[src/rtl/alu_sweep_sequencer.sv]
// Autonomous ALU exerciser: latches one operand pair, sweeps the opcode space in
// ascending order (skipping masked codes) and streams {sel, result} beats out.
module alu_sweep_sequencer #(
   parameter int unsigned WIDTH  = 32,
   parameter int unsigned SEL_W  = 4,
   parameter int unsigned SETTLE = 1
) (
   input  logic                  clk,
   input  logic                  rst,
   input  logic                  start,
   input  logic [WIDTH-1:0]      op_a,
   input  logic [WIDTH-1:0]      op_b,
   input  logic [2**SEL_W-1:0]   skip_mask,
   output logic [WIDTH-1:0]      alu_a,
   output logic [WIDTH-1:0]      alu_b,
   output logic [SEL_W-1:0]      alu_sel,
   input  logic [WIDTH-1:0]      alu_c,
   output logic                  res_valid,
   input  logic                  res_ready,
   output logic [SEL_W-1:0]      res_sel,
   output logic [WIDTH-1:0]      res_data,
   output logic                  busy,
   output logic                  done
);

   localparam int unsigned NCODE = 2**SEL_W;
   localparam int unsigned CNT_W = (SETTLE > 1) ? $clog2(SETTLE) : 1;

   typedef enum logic [1:0] {IDLE, DRIVE, OUT, DONE} state_t;

   state_t             state, state_n;
   logic [NCODE-1:0]   mask_q, mask_n;
   logic [CNT_W-1:0]   cnt, cnt_n;
   logic [WIDTH-1:0]   alu_a_n, alu_b_n, res_data_n;
   logic [SEL_W-1:0]   alu_sel_n, res_sel_n;

   logic               first_found, next_found;
   logic [SEL_W-1:0]   first_code, next_code;

   // Priority searches over a full-width index so the last code never wraps sel.
   always_comb begin
      first_found = 1'b0;
      first_code  = '0;
      next_found  = 1'b0;
      next_code   = '0;
      for (int unsigned i = 0; i < NCODE; i++) begin
         if (!first_found && !skip_mask[i]) begin
            first_found = 1'b1;
            first_code  = SEL_W'(i);
         end
         if (!next_found && !mask_q[i] && (i > 32'(alu_sel))) begin
            next_found = 1'b1;
            next_code  = SEL_W'(i);
         end
      end
   end

   always_comb begin
      state_n    = state;
      mask_n     = mask_q;
      cnt_n      = cnt;
      alu_a_n    = alu_a;
      alu_b_n    = alu_b;
      alu_sel_n  = alu_sel;
      res_sel_n  = res_sel;
      res_data_n = res_data;
      case (state)
         IDLE: begin
            if (start) begin
               alu_a_n = op_a;
               alu_b_n = op_b;
               mask_n  = skip_mask;
               if (first_found) begin
                  alu_sel_n = first_code;
                  cnt_n     = '0;
                  state_n   = DRIVE;
               end else begin
                  state_n = DONE;
               end
            end
         end
         DRIVE: begin
            if (cnt == CNT_W'(SETTLE - 1)) begin
               res_data_n = alu_c;
               res_sel_n  = alu_sel;
               state_n    = OUT;
            end else begin
               cnt_n = cnt + CNT_W'(1);
            end
         end
         OUT: begin
            if (res_ready) begin
               if (next_found) begin
                  alu_sel_n = next_code;
                  cnt_n     = '0;
                  state_n   = DRIVE;
               end else begin
                  state_n = DONE;
               end
            end
         end
         DONE:    state_n = IDLE;
         default: state_n = IDLE;
      endcase
   end

   always_ff @(posedge clk or posedge rst) begin
      if (rst) begin
         state    <= IDLE;
         mask_q   <= '0;
         cnt      <= '0;
         alu_a    <= '0;
         alu_b    <= '0;
         alu_sel  <= '0;
         res_sel  <= '0;
         res_data <= '0;
      end else begin
         state    <= state_n;
         mask_q   <= mask_n;
         cnt      <= cnt_n;
         alu_a    <= alu_a_n;
         alu_b    <= alu_b_n;
         alu_sel  <= alu_sel_n;
         res_sel  <= res_sel_n;
         res_data <= res_data_n;
      end
   end

   assign res_valid = (state == OUT);
   assign busy      = (state != IDLE);
   assign done      = (state == DONE);

endmodule
[config.mk]
export PLATFORM = sky130hd
export DESIGN_NAME = alu_sweep_sequencer
export DESIGN_NICKNAME = d
export VERILOG_FILES = /design/src/rtl/alu_sweep_sequencer.sv
export SDC_FILE = /design/constraint.sdc
export NUM_CORES = 1
export LEC_CHECK = 0
export ABC_CLOCK_PERIOD_IN_PS = 4700
export CORE_UTILIZATION = 40
export DETAILED_ROUTE_END_ITERATION = 8
export GPL_TIMING_DRIVEN = 0
export PLACE_DENSITY = 0.76
export SKIP_CTS_REPAIR_TIMING = 1
export SYNTH_ARGS = -nofsm -noshare
export SYNTH_HDL_FRONTEND = slang
export SYNTH_SLANG_ARGS = --single-unit
[constraint.sdc]
create_clock -name clk -period 4.7 [get_ports clk]
set_clock_uncertainty 0.1 [all_clocks]
set_input_delay 0.94 -clock clk [delete_from_list [all_inputs] [get_ports clk]]
set_output_delay 0.94 -clock clk [all_outputs]
set_load 0.02 [all_outputs]
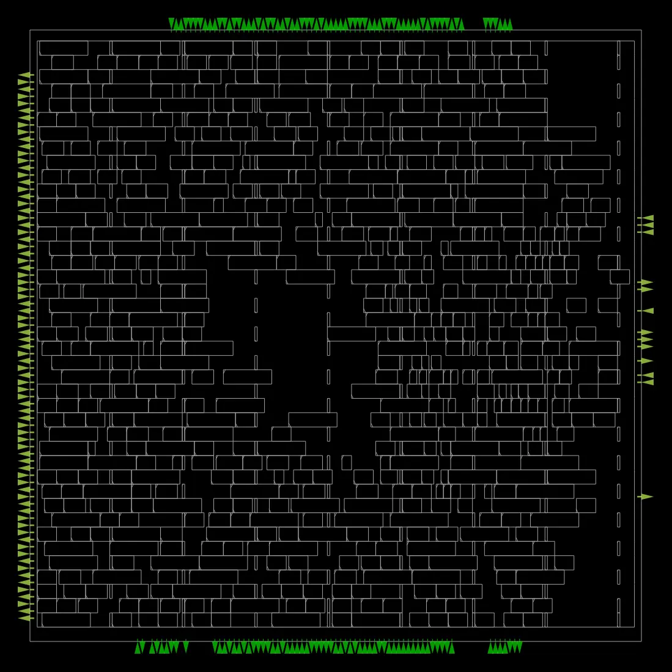
final_placement.png
fill cell count: 979
post-layout util: 0.655
flop share of the area: 0.365
seq_cells: 121
final std cells w/o fill: 806

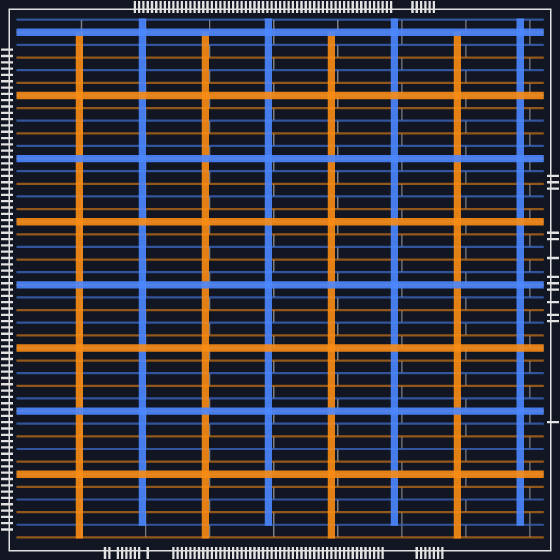
pdn.png
Pins as bars on the die edge. Tap cells in gray.
Orange shows VSS. Blue shows VDD.
42 met1 rails follow the rows. 8 straps on met5.
Die Wd: 116 µm
core box area: 0.0127 mm²

==> run_results.csv <==
group,metric,value,unit
global_routing,grt_pass1_vias,4495,
critical_path,r2r-start,"state[1]$_DFFE_PP0P_",
route,wire_per_inst,17.7,µm
power,max-vdd-ir-drop,0.412,mV
logic_synthesis,yosys-stat-area,0.00523,mm²
global_routing,grt_pass1_wl,22.5,mm
power,powerDensity,777,mW/mm²
run_status,status,"finished, final reports clean",
critical_path,path_max_fanout,9,
logic_synthesis,async_reset_ff_frac,1.00,
logic_synthesis,synthFlopType,"dfrtp_1",
final_layout,final_layout_size_suffix_gt1_frac,0.267,
critical_path,endpoint_kind,"primary output",
logic_synthesis,numSynthFlops,121,
clocking,h-tree-depth,4,
floorplan,die_area,0.0135,mm²
timing,setup_violations,0,
placed_design,dp_cells,777,
route,viasPerCell,5.09,
timing,slew_viol_final,0,
logic_synthesis,syn_area,0.00523,mm²
hold_path,hp-start,"alu_a[12]$_DFFE_PP0P_",
route,drc_errors,0,
hold_path,worstHoldEndpoint,"alu_a[12]$_DFFE_PP0P_",
logic_synthesis,largest_area_cell,"dfrtp_1",
critical_path,worstPathRequired,3.66,ns
timing,worst_pin_slew,0.741,ns
placed_design,dp_slack,1.49,ns
placed_design,postPlaceCellArea,0.00770,mm²
placed_design,hpwlAfterDp,10.6,mm
timing,fmax,0.330,GHz
final_layout,fin_nets,740,
global_routing,grt_max_degree,62,
hold_path,hold_path_class,"reg2reg",
route,drt-initial-drc-count,245,
timing,fin_ws,1.67,ns
logic_synthesis,synth_nets,498,
logic_synthesis,edf_count,0,
clocking,cts_buffers,17,
placed_design,gp_congestion,0.869,
floorplan,initCoreUtil,0.413,
logic_synthesis,yosysTopAreaCellShare,0.579,
final_layout,areaGrowthSynthToFinish,58.8,%
power,power_leakage,3.41,nW
timing,finalWorstPathRequiredPeriod,3.03,ns
final_layout,final_area,0.00831,mm²
logic_synthesis,synthTopCellsByArea,"dfrtp_1 (58%), mux2_2 (25%), nand2_1 (1.1%)",
critical_path,r2r_cells,4,
critical_path,reg2reg_to,"alu_b[18]$_DFFE_PP0P_",
route,via_count,4105,
critical_path,arrival,1.99,ns
placed_design,io_buffers,222,
logic_synthesis,ys_cells,382,
route,ant_nets,0,
global_routing,antenna_found_initial,0,
timing,hold_slack,0.403,ns
flow_run,max-cap-violations,0,
route,dr.pass1.iters,4,
final_layout,antenna_cells,0,
logic_synthesis,syn_avg_cell_area,13.7,µm²
logic_synthesis,ys_seq_share,0.579,
critical_path,crit_type,"reg2out",
timing,hold_violations,0,
logic_synthesis,syn_inst,382,
logic_synthesis,yosys_warnings,0,
power,power.total,6.45,mW
hold_path,worstHoldPathCells,1,
global_routing,grt.overflow.total,0,
clocking,ctsLongestPathBuffers,2,
logic_synthesis,yosysUniqueCellTypes,55,
timing,rsz0062_at_grt,"no",
clocking,insertion_delay,0.41,ns
flow_run,tool_warnings,26,
timing,finalCritPeriodShare,0.645,
critical_path,r2r_setup_slack,2.23,ns
critical_path,setup.worst_path.start_class,"register",
floorplan,rows,41,
floorplan,ioPinCount,223,
clocking,root_buffer,"clkbuf_16",
clocking,cts_tree,"done",
global_routing,globalRouteTotalUtil,0.225,
route,routed_wl,14.3,mm
timing,slew_headroom,0.504,
clocking,clkSlewWorstSetupHoldPaths,0.05,ns
clocking,cts_sinks,121,
-- power breakdown --
group | total (mW) | internal (mW) | switching (mW)
sequential | 1.91 | 1.58 | 0.328
combinational | 3.19 | 1.67 | 1.52
clock | 1.35 | 0.904 | 0.441
total | 6.45 | 4.16 | 2.29
-- critical path, stage by stage (launching register included) --
cell and delay, ns:
dfrtp_1 0.44, nor2b_1 0.15, clkbuf_1 0.32, clkdlybuf4s50_1 0.68
-- per-stage QoR --
| stage | util | setup TNS [ns] |
|---|---|---|
| final | 0.655 | 0 |
| after global routing | 0.655 | 0 |
| after CTS | 0.655 | 0 |
| after detailed placement | 0.608 | 0 |
| after global placement | 0.605 | -145.39 |
| after floorplan | - | 0 |
-- final cells by class --
class / instances / area (µm²)
buffer: 20 / 110
multi-input combinational: 233 / 2060
clock inverter: 8 / 146
sequential: 121 / 3030
clock buffer: 21 / 460
tap: 172 / 215
inverter: 8 / 35.0
fill: 979 / 4370
timing repair buffer: 223 / 2250
-- layout by cell type, fill, tap and decap left out, types with 3 or more instances in the layout --
master and instances:
clkdlybuf4s50_1 222, dfrtp_1 121, mux2_2 114, clkbuf_16 17
nand2_1 16, buf_2 10, a21oi_1 10, o21ai_0 9
clkbuf_1 8, inv_1 7, nor2_1 7, a31oi_1 6
nand3_1 4, nand2b_1 4, nor3_1 4, a21boi_0 4
bufinv_16 4, a21o_1 3, or3_1 3
-- worst max path at each step --
stage,end,start
floorplan,alu_a[0]$_DFFE_PP0P_,rst
global route,res_valid,state[1]$_DFFE_PP0P_
detailed placement,alu_b[18]$_DFFE_PP0P_,start
finish,res_valid,state[1]$_DFFE_PP0P_
CTS,res_valid,state[1]$_DFFE_PP0P_
global placement,alu_b[18]$_DFFE_PP0P_,rst
-- synth_stat cells, drive strengths merged, types with 4 or more instances --
cell    instances
nand2          17
mux2          114
nand3           4
clkbuf          6
inv             8
a31oi           6
nand2b          4
o21ai          12
buf            14
a21boi          4
nor2            7
dfrtp         121
a21oi          11
nor3            4
-- metal layers --
| metal | up-vias | share of wire | wire length [µm] | global-route usage |
|---|---|---|---|---|
| met3 | 39 | 0.091 | 1300 | 0.102 |
| met1 | 2034 | 0.36 | 5100 | 0.241 |
| met4 | 0 | 0.029 | 416 | 0.103 |
| li1 | 1881 | - | - | - |
| met5 | - | 0 | 0 | 0 |
| met2 | 151 | 0.52 | 7470 | 0.381 |
-- registers in the layout, indices dropped and copies added (netlist names) --
register	cells
state	2
res_data	32
alu_a	32
res_sel	4
mask_q	15
alu_sel	4
alu_b	32
-- cell families after synthesis --
logic type | count (synthesis) | share of synthesized area
AND-OR/OR-AND | 58 | 0.0816
XOR/XNOR | 1 | 0.00168
buffers and inverters | 28 | 0.0268
flip-flops | 121 | 0.579
multiplexers | 116 | 0.249
AND/OR/NAND/NOR | 58 | 0.0615
No activity file was given, so power comes from the tool's default toggle rates.
